[config.mk]
export PLATFORM = sky130hd
export DESIGN_NAME = rw_mode_scheduler
export DESIGN_NICKNAME = d
export VERILOG_FILES = /design/src/rtl/rw_mode_scheduler.sv
export SDC_FILE = /design/constraint.sdc
export NUM_CORES = 1
export LEC_CHECK = 0
export ABC_AREA = 1
export ABC_CLOCK_PERIOD_IN_PS = 3900
export CAP_MARGIN = 25
export CORE_ASPECT_RATIO = 1.4
export CORE_MARGIN = 1
export CORE_UTILIZATION = 45
export DETAILED_ROUTE_END_ITERATION = 8
export PLACE_DENSITY = 0.71
export REMOVE_ABC_BUFFERS = 1
export SLEW_MARGIN = 0
export SYNTH_ARGS = -nofsm -noshare
export SYNTH_HDL_FRONTEND = slang
export SYNTH_SLANG_ARGS = --single-unit
[constraint.sdc]
create_clock -name clk -period 3.9 [get_ports clk]
set_input_delay 0.585 -clock clk [delete_from_list [all_inputs] [get_ports clk]]
set_output_delay 0.585 -clock clk [all_outputs]
set_load 0.02 [all_outputs]
[src/rtl/rw_mode_scheduler.sv]
// rw_mode_scheduler: channel-level read/write mode scheduler.
// Picks when the channel flips between RD and WR mode using write-queue watermarks,
// a minimum CAS burst per mode and read-starvation protection. After each flip the
// channel is blanked for SETTLE cycles before CAS issue may resume.
// SETTLE must be at least 2.
module rw_mode_scheduler #(
    parameter int unsigned RQ_DEPTH        = 32,
    parameter int unsigned WQ_DEPTH        = 32,
    parameter int unsigned HI_WM           = 24,
    parameter int unsigned LO_WM           = 8,
    parameter int unsigned MIN_BURST       = 4,
    parameter int unsigned RD_STARVE_LIMIT = 64,
    parameter int unsigned SETTLE          = 2,
    parameter int unsigned NUM_RANKS       = 2
) (
    input  logic                                                 clk,
    input  logic                                                 rst,
    input  logic [$clog2(RQ_DEPTH+1)-1:0]                        rdQueueCount,
    input  logic [$clog2(WQ_DEPTH+1)-1:0]                        wrQueueCount,
    input  logic                                                 casIssued,
    input  logic                                                 casIsWrite,
    input  logic [((NUM_RANKS > 1) ? $clog2(NUM_RANKS) : 1)-1:0] casRank,
    input  logic                                                 DQTurnaroundFree,
    output logic                                                 channelMode,
    output logic                                                 rankChanged,
    output logic                                                 casEnable,
    output logic                                                 casViolation
);

    localparam int unsigned WqW     = $clog2(WQ_DEPTH + 1);
    localparam int unsigned RankW   = (NUM_RANKS > 1) ? $clog2(NUM_RANKS) : 1;
    localparam int unsigned BurstW  = $clog2(MIN_BURST + 1);
    localparam int unsigned StarveW = $clog2(RD_STARVE_LIMIT + 1);
    localparam int unsigned SettleW = $clog2(SETTLE + 1);

    localparam logic [WqW-1:0]     HiWm       = WqW'(HI_WM);
    localparam logic [WqW-1:0]     LoWm       = WqW'(LO_WM);
    localparam logic [WqW-1:0]     WqFull     = WqW'(WQ_DEPTH);
    localparam logic [BurstW-1:0]  BurstMax   = BurstW'(MIN_BURST);
    localparam logic [StarveW-1:0] StarveMax  = StarveW'(RD_STARVE_LIMIT);
    localparam logic [SettleW-1:0] SettleLoad = SettleW'(SETTLE - 1);

    typedef enum logic [1:0] {
        StRd,
        StRd2Wr,
        StWr,
        StWr2Rd
    } state_e;

    state_e             state;
    logic [RankW-1:0]   last_rank;
    logic [BurstW-1:0]  burst_cnt;
    logic [StarveW-1:0] starve_cnt;
    logic [SettleW-1:0] settle_cnt;

    logic rd_empty;
    logic wr_empty;
    logic wr_full;
    logic cas_acc;
    logic cas_bad;
    logic cas_good;
    logic rd_exit;
    logic wr_exit;

    // CAS gating, CAS classification and mode-exit decisions from registered state
    always_comb begin
        casEnable = rst && ((state == StRd) || (state == StWr)) && DQTurnaroundFree;
        rd_empty  = (rdQueueCount == '0);
        wr_empty  = (wrQueueCount == '0);
        wr_full   = (wrQueueCount == WqFull);
        // An enabled CAS defers any switch decision by a cycle, even a bad one
        cas_acc   = casIssued && casEnable;
        cas_bad   = casIssued && (!casEnable || (casIsWrite != channelMode));
        cas_good  = cas_acc && !cas_bad;
        // A full write queue overrides the minimum burst
        rd_exit   = !wr_empty &&
                    (((wrQueueCount >= HiWm) && (burst_cnt == BurstMax)) || rd_empty || wr_full);
        wr_exit   = wr_empty ||
                    ((wrQueueCount <= LoWm) && !rd_empty && (burst_cnt == BurstMax)) ||
                    ((starve_cnt == StarveMax) && !wr_full);
    end

    // Mode FSM with registered outputs, burst/starve/settle counters and rank tracking
    always_ff @(posedge clk) begin
        if (!rst) begin
            state        <= StRd;
            channelMode  <= 1'b0;
            rankChanged  <= 1'b0;
            casViolation <= 1'b0;
            last_rank    <= '0;
            burst_cnt    <= '0;
            starve_cnt   <= '0;
            settle_cnt   <= '0;
        end else begin
            if (cas_bad) begin
                casViolation <= 1'b1;
            end
            if (cas_good) begin
                rankChanged <= (casRank != last_rank);
                last_rank   <= casRank;
            end

            unique case (state)
                StRd: begin
                    starve_cnt <= '0;
                    if (cas_good && (burst_cnt != BurstMax)) begin
                        burst_cnt <= burst_cnt + 1'b1;
                    end
                    if (!cas_acc && rd_exit) begin
                        state       <= StRd2Wr;
                        channelMode <= 1'b1;
                        settle_cnt  <= SettleLoad;
                        burst_cnt   <= '0;
                    end
                end
                StWr: begin
                    if (cas_good && (burst_cnt != BurstMax)) begin
                        burst_cnt <= burst_cnt + 1'b1;
                    end
                    if (!cas_acc && wr_exit) begin
                        state       <= StWr2Rd;
                        channelMode <= 1'b0;
                        settle_cnt  <= SettleLoad;
                        burst_cnt   <= '0;
                        starve_cnt  <= '0;
                    end else if (rd_empty) begin
                        starve_cnt <= '0;
                    end else if (starve_cnt != StarveMax) begin
                        starve_cnt <= starve_cnt + 1'b1;
                    end
                end
                StRd2Wr: begin
                    starve_cnt <= '0;
                    if (settle_cnt == '0) begin
                        state <= StWr;
                    end else begin
                        settle_cnt <= settle_cnt - 1'b1;
                    end
                end
                StWr2Rd: begin
                    starve_cnt <= '0;
                    if (settle_cnt == '0) begin
                        state <= StRd;
                    end else begin
                        settle_cnt <= settle_cnt - 1'b1;
                    end
                end
                default: begin
                    state <= StRd;
                end
            endcase
        end
    end

endmodule

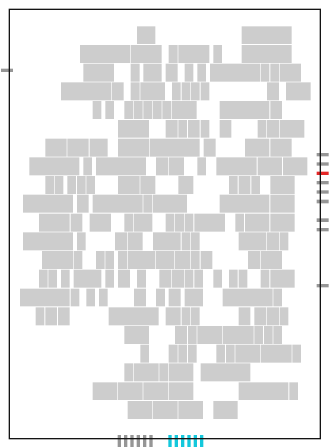
(run_1/pins.png)
Pins as bars across the die edge, other pins in grey.
| colour | port | pins | direction | edge |
|---|---|---|---|---|
| red | `channelMode` | 1 | output | right |
| cyan | `wrQueueCount` | 6 | input | bottom |
Die Y: 62.1 um
PortBufs: 21
Die W: 45.0 um

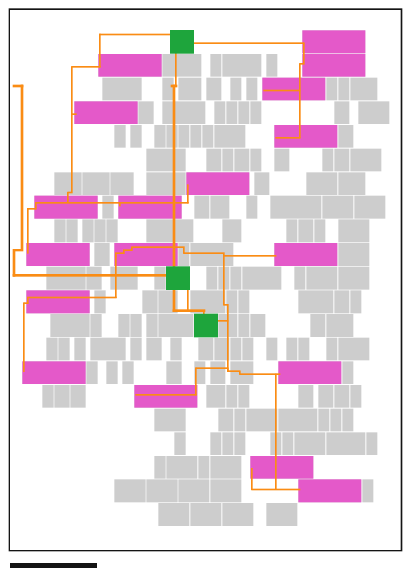
(run_1/clock_map.png)
Bar = 10 um.
[magenta] flip-flops | count: 18
[green] cells driving clock nets | count: 3
[orange] clock wires | length: 276 um
flops lie: all over the die
routed clock nets: 4
clock network power: 0.120 mW
clock skew: 9.28 ps
clock power share: 20.1%

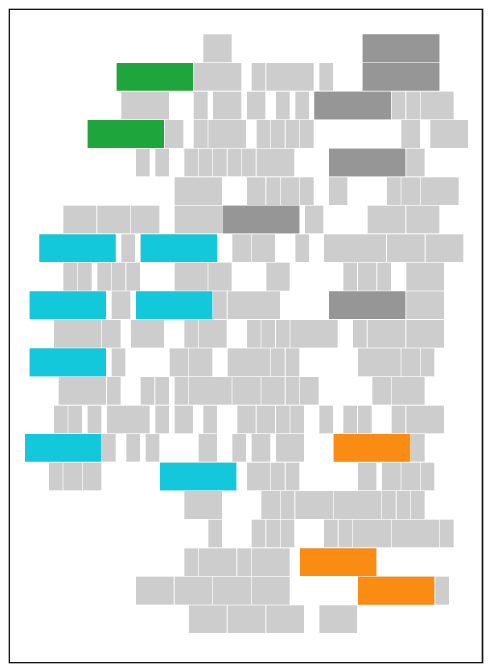
(run_1/registers.png)
Other sequential cells in the stronger grey, the rest of the logic in the fainter grey.
| colour | signal | sequential cells |
|---|---|---|
| orange | `burst_cnt` | 3 |
| green | `state` | 2 |
| cyan | `starve_cnt` | 7 |
seq pwr: 0.229 mW
post-layout util: 59.5%
Register Area: 360 um^2
sequential cell area share: 25.1%

==> run 1: final cells by class <==
cell class                      instances  area [um^2]
Inverter                               24         90.1
Tap cell                               34         42.5
Timing Repair Buffer                   21          210
Sequential cell                        18          360
Clock buffer                            4         36.3
Multi-Input combinational cell        119          698
Fill cell                             239          980
==> run 1: cell usage after synthesis, types with 2 or more instances <==
cell | n | area [um^2]
nand2_2 | 3 | 18.8
xnor2_1 | 2 | 17.5
nand2_1 | 29 | 109
xor2_1 | 4 | 35.0
a21oi_1 | 7 | 35.0
nor2_1 | 27 | 101
nand3_2 | 3 | 30.0
ha_1 | 9 | 113
dfxtp_1 | 18 | 360
inv_1 | 22 | 82.6
o21ai_0 | 5 | 25.0
nand3_1 | 16 | 80.1
inv_2 | 2 | 7.51
nor2_4 | 3 | 33.8
==> metrics.cfg, run 1 <==
[synthesis]
post_synth_num_cell_types = 26
simple_gate_area_share_pct = 38.6
ys_sh_xor_pct = 4.52
ys_cells = 162
ys_warn_count = 0
edf_count = 0
ys_top_logic_family = simple AND/OR/NAND/NOR gates
flop_cell = dfxtp_1
synthAdderAreaFrac_pct = 9.69
netlist_instances = 162
ys_seq_share_pct = 31.0
mux_area_share_pct = 0
synth-async-reset-ratio_pct = 0
avgSynthCellArea_um2 = 7.18
synthesis.area_um2 = 1160
ys_area_um2 = 1160
ys.flops = 18
ys_sh_aoi_pct = 7.21

[sta]
max_slew_margin_pct = 65.8
rsz0062_at_grt = false
finalSetupTns_ps = 0
setup_violations = 0
min_period_ps = 2980
whs_ps = 476
worst_slack_ps = 919
final-hold-violation-count = 0
worst_pin_slew_ps = 512
fmax_mhz = 335

[setup_path]
crit_type = input pin to primary output
arrival_ps = 2400
crit_path_end = casEnable
cp.depth = 4
cpLargestDelayFamily = buffers and inverters
regToRegSetupSlack_ps = 2030
r2r_end = settle_cnt[0]
worstPathMaxFanout = 13
critical-path-slowest-cell = clkdlybuf4s50_1
path_cells = clkdlybuf4s50_1 > inv_2 > nor3_4 > clkdlybuf4s50_1
cp-startpoint = rst
cp.required_ps = 3310
startpoint_type = input pin
endpoint_kind = primary output
crit_path_max_incr_delay_ps = 790
r2r_start = state[0]
reg2reg_depth = 13
critPathBufInv = 3

[global_route]
grt_pass1_vias = 1033
grt_use_total_pct = 18.5
grt_busiest_layer = met2
grt_overflow = 0
gr-usage-met2_pct = 34.1
antenna_found_initial = 0
grt_start_max_net_pins = 14
use_met3_pct = 2.91
use_met1_pct = 18.6
grt_pass1_wl_mm = 3.96

[pwr]
p_per_area_nw_per_um2 = 414
top_power_group = combinational logic
switchingPower_mw = 0.228
power_frac_comb_pct = 41.5
total_power_mw = 0.596
leakagePower_nw = 0.639
seqPwrFrac_pct = 38.4
ir_drop_uv = 209
p_comb_mw = 0.248
sw_frac_of_total_pct = 38.2
power.internal_mw = 0.368

[flow_run]
warning_count = 30
drv_cap = 0

[routing]
dr_total_vias = 1050
drt-total-wl_mm = 2.23
drt_pass1_iterations = 5
drt_iter0_markers = 25
wl_met3_um = 49
wl_met2_mm = 1.19
vias_per_cell = 4.77
drc = 0
highest_layer = met4
drt-wirelength-per-cell_um = 10.1
drt-met1-wl_um = 946

[layout]
largest_reg_flops = 7
lay_top_count = nand2_1
final_net_count = 214
final_cells = 220
layout_top_cells = nand2_1 (29), nor2_1 (27), inv_1 (22)
top_regs = starve_cnt x7, burst_cnt x3
drive_gt1_share_pct = 11.3
top_register = starve_cnt
n_antenna_cell = 0
syn2layout_area_growth_pct = 23.7
final_area_um2 = 1440

[placed_design]
placed_area_um2 = 1400
gp_congestion = 0.759
dp_hpwl_mm = 1.83
dpl.cell_count = 216
post-place-ws_ps = 918

[min_path]
min-delay-start = casViolation
hold_path.class = flop to flop
hold_end = casViolation

[die]
fp_util_pct = 48.1
dieArea_um2 = 2790
core_um2 = 2420
rows = 21
ioPinCount = 22

[clocking]
clock_tree.root_cell = clkbuf_4
clock-sinks = 18
htreeDepth = 1
cts_setup_buffers = 0
cts_tree = done
cts_made_buffers = 3
cts_hold_repair.buffers = 0
cts.clk_slew.worst_paths_ps = 110
clock_path_buffers = 2
clock_latency_ps = 310

[outcome]
status = completed

==> run 2, diff against run 1 <==
--- a/config.mk
+++ b/config.mk
@@ -6,7 +6,7 @@
 export NUM_CORES = 1
 export LEC_CHECK = 0
 export ABC_AREA = 1
-export ABC_CLOCK_PERIOD_IN_PS = 3900
+export ABC_CLOCK_PERIOD_IN_PS = 3100
 export CAP_MARGIN = 25
 export CORE_ASPECT_RATIO = 1.4
 export CORE_MARGIN = 1
==> constraint.sdc (replaced) <==
create_clock -name clk -period 3.1 [get_ports clk]
set_input_delay 0.465 -clock clk [delete_from_list [all_inputs] [get_ports clk]]
set_output_delay 0.465 -clock clk [all_outputs]
set_load 0.02 [all_outputs]
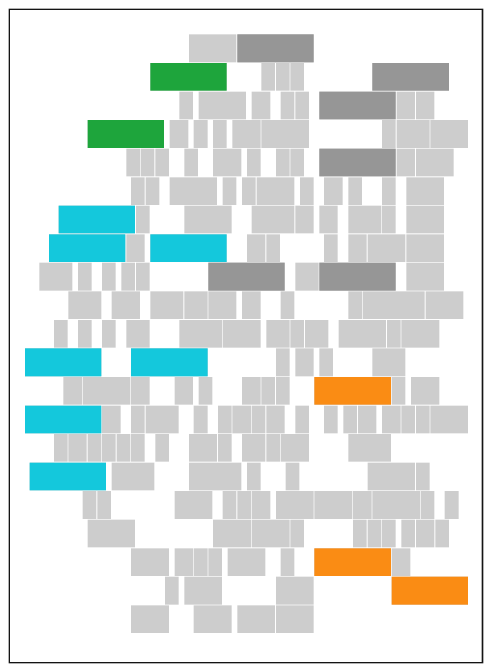
(run_2/registers.png)
Other sequential cells in the stronger grey, the rest of the logic in the fainter grey.
| colour | signal | sequential cells |
|---|---|---|
| green | `state` | 2 |
| cyan | `starve_cnt` | 7 |
| orange | `burst_cnt` | 3 |
not coloured: 6
sequential cell area share: 24.9%
seq pwr: 0.286 mW

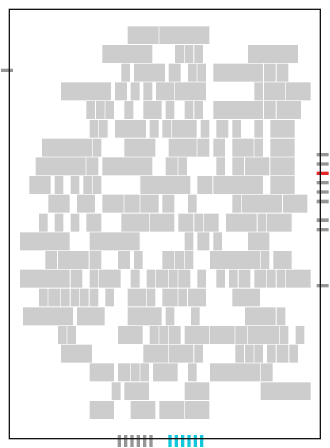
(run_2/pins.png)
Pins as bars across the die edge, other pins in grey.
| colour | port | pins | direction | edge |
|---|---|---|---|---|
| cyan | `wrQueueCount` | 6 | input | bottom |
| red | `channelMode` | 1 | output | right |

==> run 2 against run 1 <==
  * Combinational power up 28%
  * Power up 26%
  * Clock skew fell by 4.0 ps
  * Non-clock buffer count rose by 1
  * Wire length up 1.1%
  * Worst setup slack got worse by 220 ps
  * Critical path type is now flop to primary output
  * Largest power group unchanged
==> metrics.cfg, run 2 <==
[placed_design]
placed_area_um2 = 1410  ; +0.54%
post-place-ws_ps = 749  ; -169 ps
dpl.cell_count = 217  ; +0.46%
gp_congestion = 0.717  ; -5.5%
port_buffers = 21  ; unchanged
dp_hpwl_mm = 1.82  ; -0.27%

[routing]
drc = 0  ; unchanged
dr_total_vias = 1052  ; +0.19%
wl_met3_um = 36  ; -27%
drt_pass1_iterations = 5  ; unchanged
drt-wirelength-per-cell_um = 10.2  ; +0.62%
drt-met1-wl_um = 927  ; -2.0%
highest_layer = met4

[setup_path]
cp.required_ps = 2630  ; -680 ps
reg2reg_depth = 13  ; unchanged
endpoint_kind = primary output
r2r_start = state[0]
crit_type = flop to primary output
worstPathMaxFanout = 5  ; -8
regToRegSetupSlack_ps = 1270  ; -760 ps
r2r_end = state[1]
startpoint_type = flop

[synthesis]
avgSynthCellArea_um2 = 7.18  ; unchanged
flop_cell = dfxtp_1
ys_area_um2 = 1160  ; unchanged
synthDominantCellAreaShare_pct = 31.0  ; unchanged
ys_seq_share_pct = 31.0  ; unchanged
ys_cells = 162  ; unchanged
ys_top_cells_by_area = dfxtp_1 (31%), ha_1 (9.7%), nand2_1 (9.4%)
netlist_instances = 162  ; unchanged
yosys-top-cells-count = nand2_1 (29), nor2_1 (27), inv_1 (22)

[layout]
top_register = starve_cnt
comb_share_pct = 48.3  ; -0.25 points
drive_gt1_share_pct = 11.8  ; +0.47 points
top_regs = starve_cnt x7, burst_cnt x3
top_area_cell_class = logic gates
lay_top_count = nand2_1
logic_gate_count = 119  ; unchanged
inv_count = 24  ; unchanged
regArea_um2 = 360  ; unchanged
nonClkBufAreaFrac_pct = 15.1  ; +0.44 points
signal_buffers = 22  ; +4.8%
final_area_um2 = 1450  ; +0.52%
syn2layout_area_growth_pct = 24.3
clock_area_share_pct = 2.51  ; -0.013 points
post-route-util_pct = 59.8  ; +0.31 points
final_net_count = 215  ; +0.47%
final_cells = 221  ; +0.45%
fillCellCount = 243  ; +1.7%

[clocking]
cts_tree = done
clock_tree.root_cell = clkbuf_4
clock_path_buffers = 2  ; unchanged
cts_made_buffers = 3  ; unchanged
cts_hold_repair.buffers = 0  ; unchanged
cts_setup_buffers = 0  ; unchanged

[outcome]
status = completed

[global_route]
grt_pass1_vias = 1082  ; +4.7%
grt_start_max_net_pins = 13  ; -1
use_met3_pct = 1.74  ; -1.2 points
use_met1_pct = 18.2  ; -0.39 points
grt_use_total_pct = 18.9  ; +0.39 points
grt_pass1_wl_mm = 4.04  ; +2.1%

[pwr]
p_comb_mw = 0.317  ; +28%
top_power_group = combinational logic
p_clk_mw = 0.147  ; +22%
p_per_area_nw_per_um2 = 519  ; +25%
switchingPower_mw = 0.287  ; +26%
seqPwrFrac_pct = 38.1  ; -0.3 points
power_frac_comb_pct = 42.3  ; +0.8 points
leakagePower_nw = 0.644  ; +0.75%
clkPwrFrac_pct = 19.6  ; -0.5 points
sw_frac_of_total_pct = 38.2  ; about the same

[sta]
max_slew_margin_pct = 79.7  ; +14 points
final-hold-violation-count = 0  ; unchanged
worst_pin_slew_ps = 301  ; -210 ps
min_period_ps = 2400
setup_violations = 0  ; unchanged
finalSetupTns_ps = 0  ; unchanged
worst_slack_ps = 700  ; -219 ps
whs_ps = 475  ; -0.455 ps

[die]
tapCellCount = 34  ; unchanged
dieHeight_um = 62.1  ; unchanged
fp_util_pct = 48.1  ; unchanged
rows = 21  ; unchanged
core_um2 = 2420  ; unchanged
dieArea_um2 = 2790  ; unchanged
die_w_um = 45.0  ; unchanged

[min_path]
hold_end = channelMode
hold_path.class = flop to flop

[flow_run]
drv_cap = 0  ; unchanged

==> run 2: critical path, stage by stage, from the launching register on <==
cell and delay, ps:
dfxtp_1 350, inv_1 100, ha_1 300, nor2_2 100, nor3_4 160, clkdlybuf4s50_1 630
==> run 2: cell families (layout without fill, tap and decap cells) <==
| logic type | count (synthesis) | count (layout) | synth area share (%) |
|---|---|---|---|
| adders and majority gates | 9 | 9 | 9.69 |
| buffers and inverters | 25 | 50 | 8.93 |
| and+or+nand+nor | 89 | 89 | 38.6 |
| AOI/OAI and AO/OA | 15 | 15 | 7.21 |
| xor gates and xnor gates | 6 | 6 | 4.52 |
| DFF | 18 | 18 | 31.0 |
==> run 3, diff against run 2 <==
--- a/config.mk
+++ b/config.mk
@@ -6,7 +6,7 @@
 export NUM_CORES = 1
 export LEC_CHECK = 0
 export ABC_AREA = 1
-export ABC_CLOCK_PERIOD_IN_PS = 3100
+export ABC_CLOCK_PERIOD_IN_PS = 2400
 export CAP_MARGIN = 25
 export CORE_ASPECT_RATIO = 1.4
 export CORE_MARGIN = 1
==> constraint.sdc (replaced) <==
create_clock -name clk -period 2.4 [get_ports clk]
set_input_delay 0.36 -clock clk [delete_from_list [all_inputs] [get_ports clk]]
set_output_delay 0.36 -clock clk [all_outputs]
set_load 0.02 [all_outputs]
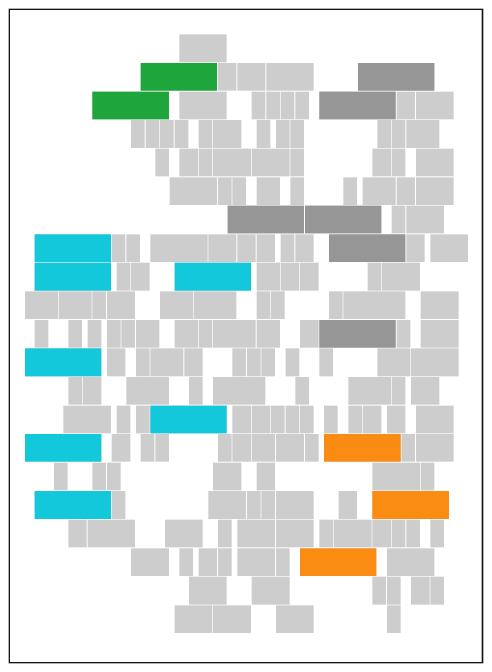
(run_3/registers.png)
Other sequential cells in the stronger grey, the rest of the logic in the fainter grey.
| colour | signal | sequential cells |
|---|---|---|
| green | `state` | 2 |
| cyan | `starve_cnt` | 7 |
| orange | `burst_cnt` | 3 |
sequential cell area share: 24.9%
seq pwr: 0.371 mW
post-layout util: 59.9%

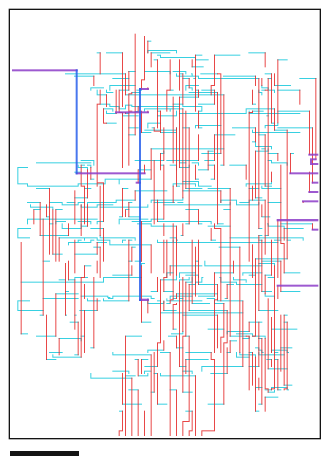
(run_3/metal_stack.png)
Bar = 10 um.
| colour | layer | wire length |
|---|---|---|
| purple | met3 | 49.7 um |
| blue | met4 | 45.6 um |
| red | met2 | 1280 um |
| cyan | met1 | 930 um |
final wirelength: 2.31 mm
detailed-route via count: 1066
WL/cell: 10.4 um
GRT Util Overall: 18.5%

==> run 3 against run 2 <==
  * Sequential share of layout area hardly changed
  * Die size stayed put
  * Hold slack better by 2.2 ps
  * Clock-buffer cell count stayed put
  * Flip-flop count stayed put
  * Clock power is 31% higher
  * Critical endpoint unchanged
  * Register-to-register slack worse by 670 ps
  * Critical path depth stayed put
  * Largest power group unchanged
  * Worst setup slack worse by 550 ps
==> metrics.cfg, run 3 <==
[placed_design]
post-place-ws_ps = 245  ; -504 ps
placed_area_um2 = 1410  ; unchanged
dp_hpwl_mm = 1.91  ; +4.9%
port_buffers = 21  ; unchanged
gp_congestion = 0.742  ; +3.4%
dpl.cell_count = 217  ; unchanged

[setup_path]
path_cells = inv_1 > ha_2 > nor2_2 > nor3_4 > clkdlybuf4s50_1
r2r_end = settle_cnt[0]
startpoint_type = flop
cp.required_ps = 2040  ; -590 ps
worstPathMaxFanout = 5  ; unchanged
critPathBufInv = 2  ; unchanged
crit_type = flop to primary output
endpoint_kind = primary output
critical-path-slowest-cell = clkdlybuf4s50_1
r2r_start = state[0]
arrival_ps = 1890
cpLargestDelayFamily = buffers and inverters
reg2reg_depth = 13  ; unchanged
regToRegSetupSlack_ps = 600  ; -670 ps
crit_path_max_incr_delay_ps = 630  ; about the same
cp.depth = 5  ; unchanged
cp-startpoint = state[0]

[synthesis]
ys_sh_aoi_pct = 7.21  ; unchanged
ys_cells = 162  ; unchanged
ys_top_logic_family = simple AND/OR/NAND/NOR gates
ys_top_cells_by_area = dfxtp_1 (31%), ha_1 (9.7%), nand2_1 (9.4%)
yosys.area.top_type = dfxtp_1
ys_sh_xor_pct = 4.52  ; unchanged
synthDominantCellAreaShare_pct = 31.0  ; unchanged
simple_gate_area_share_pct = 38.6  ; unchanged
mux_area_share_pct = 0  ; unchanged
ys_seq_share_pct = 31.0  ; unchanged
yosys-top-cells-count = nand2_1 (29), nor2_1 (27), inv_1 (22)
netlist_instances = 162  ; unchanged
flop_cell = dfxtp_1
ys_area_um2 = 1160  ; unchanged
synth-async-reset-ratio_pct = 0
most_common_cell = nand2_1
synthAdderAreaFrac_pct = 9.69  ; unchanged
avgSynthCellArea_um2 = 7.18  ; unchanged
edf_count = 0

[pwr]
power.internal_mw = 0.600
sw_frac_of_total_pct = 38.4  ; +0.18 points
clkPwrFrac_pct = 19.7  ; about the same
switchingPower_mw = 0.374  ; +31%
p_clk_mw = 0.192  ; +31%
p_comb_mw = 0.412  ; +30%
leakagePower_nw = 0.643  ; -0.23%
top_power_group = combinational logic
total_power_mw = 0.975
seqPwrFrac_pct = 38.1  ; about the same
power_frac_comb_pct = 42.2  ; about the same
ir_drop_uv = 411
p_per_area_nw_per_um2 = 673  ; +30%

[clocking]
cts_made_buffers = 3  ; unchanged
cts_setup_buffers = 0  ; unchanged
htreeDepth = 1
clock_path_buffers = 2  ; unchanged
cts-resized-gates = 0
clock_latency_ps = 300
clock_tree.root_cell = clkbuf_4
clock-sinks = 18
cts_hold_repair.buffers = 0  ; unchanged
cts_tree = done

[layout]
fillCellCount = 230  ; -5.3%
final_cells = 221  ; unchanged
drive_gt1_share_pct = 12.3  ; +0.53 points
final_area_um2 = 1450  ; +0.17%
lay_top_count = nand2_1
syn2layout_area_growth_pct = 24.5
top_regs = starve_cnt x7, burst_cnt x3
top_register = starve_cnt
final_net_count = 215  ; unchanged
layout_top_cells = nand2_1 (29), nor2_1 (27), inv_1 (22)

[routing]
vias_per_cell = 4.82
drc = 0  ; unchanged
drt_pass1_iterations = 4  ; -1
drt_iter0_markers = 18

[die]
core_um2 = 2420  ; unchanged
dieHeight_um = 62.1  ; unchanged
fp_util_pct = 48.1  ; unchanged
die_w_um = 45.0  ; unchanged
dieArea_um2 = 2790  ; unchanged
rows = 21  ; unchanged

[global_route]
grt_overflow = 0
gr-usage-met2_pct = 35.5
grt_start_max_net_pins = 13  ; unchanged
antenna_found_initial = 0
grt_pass1_vias = 1015  ; -6.2%
use_met1_pct = 18.3  ; +0.15 points
use_met3_pct = 1.74  ; unchanged
grt_pass1_wl_mm = 3.96  ; -2.1%

[sta]
min_period_ps = 2250
final-hold-violation-count = 0  ; unchanged
fmax_mhz = 445
worst_pin_slew_ps = 301  ; -0.0540 ps
worst_slack_ps = 155  ; -545 ps
whs_ps = 478  ; +2.19 ps
finalSetupTns_ps = 0  ; unchanged
max_slew_margin_pct = 79.7  ; about the same
setup_violations = 0  ; unchanged

[min_path]
hold_end = casViolation
worstHoldPathCells = 2
hold_path.class = flop to flop

[outcome]
status = completed

[flow_run]
drv_cap = 0  ; unchanged

==> run 3: cell counts after synthesis <==
No cell type changed its count.
==> run 3: metal layers <==
metal	routed length, um	part of all wire, %
met1	929	40
met2	1280	56
met3	49	2.1
met4	45	2.0
met5	0	0
==> run 3: area by class of cell <==
| cell class | count | area [um^2] | share of cell area, % |
|---|---|---|---|
| flip-flops and latches | 18 | 360 | 24.9 |
| well taps | 34 | 42.5 | 2.94 |
| clock buffers | 4 | 36.3 | 2.51 |
| inverters | 24 | 90.1 | 6.22 |
| multi-input cells | 119 | 701 | 48.4 |
| repair buffers | 22 | 218 | 15.0 |
Power figures rest on the tool's default switching activity, not on a simulated workload.
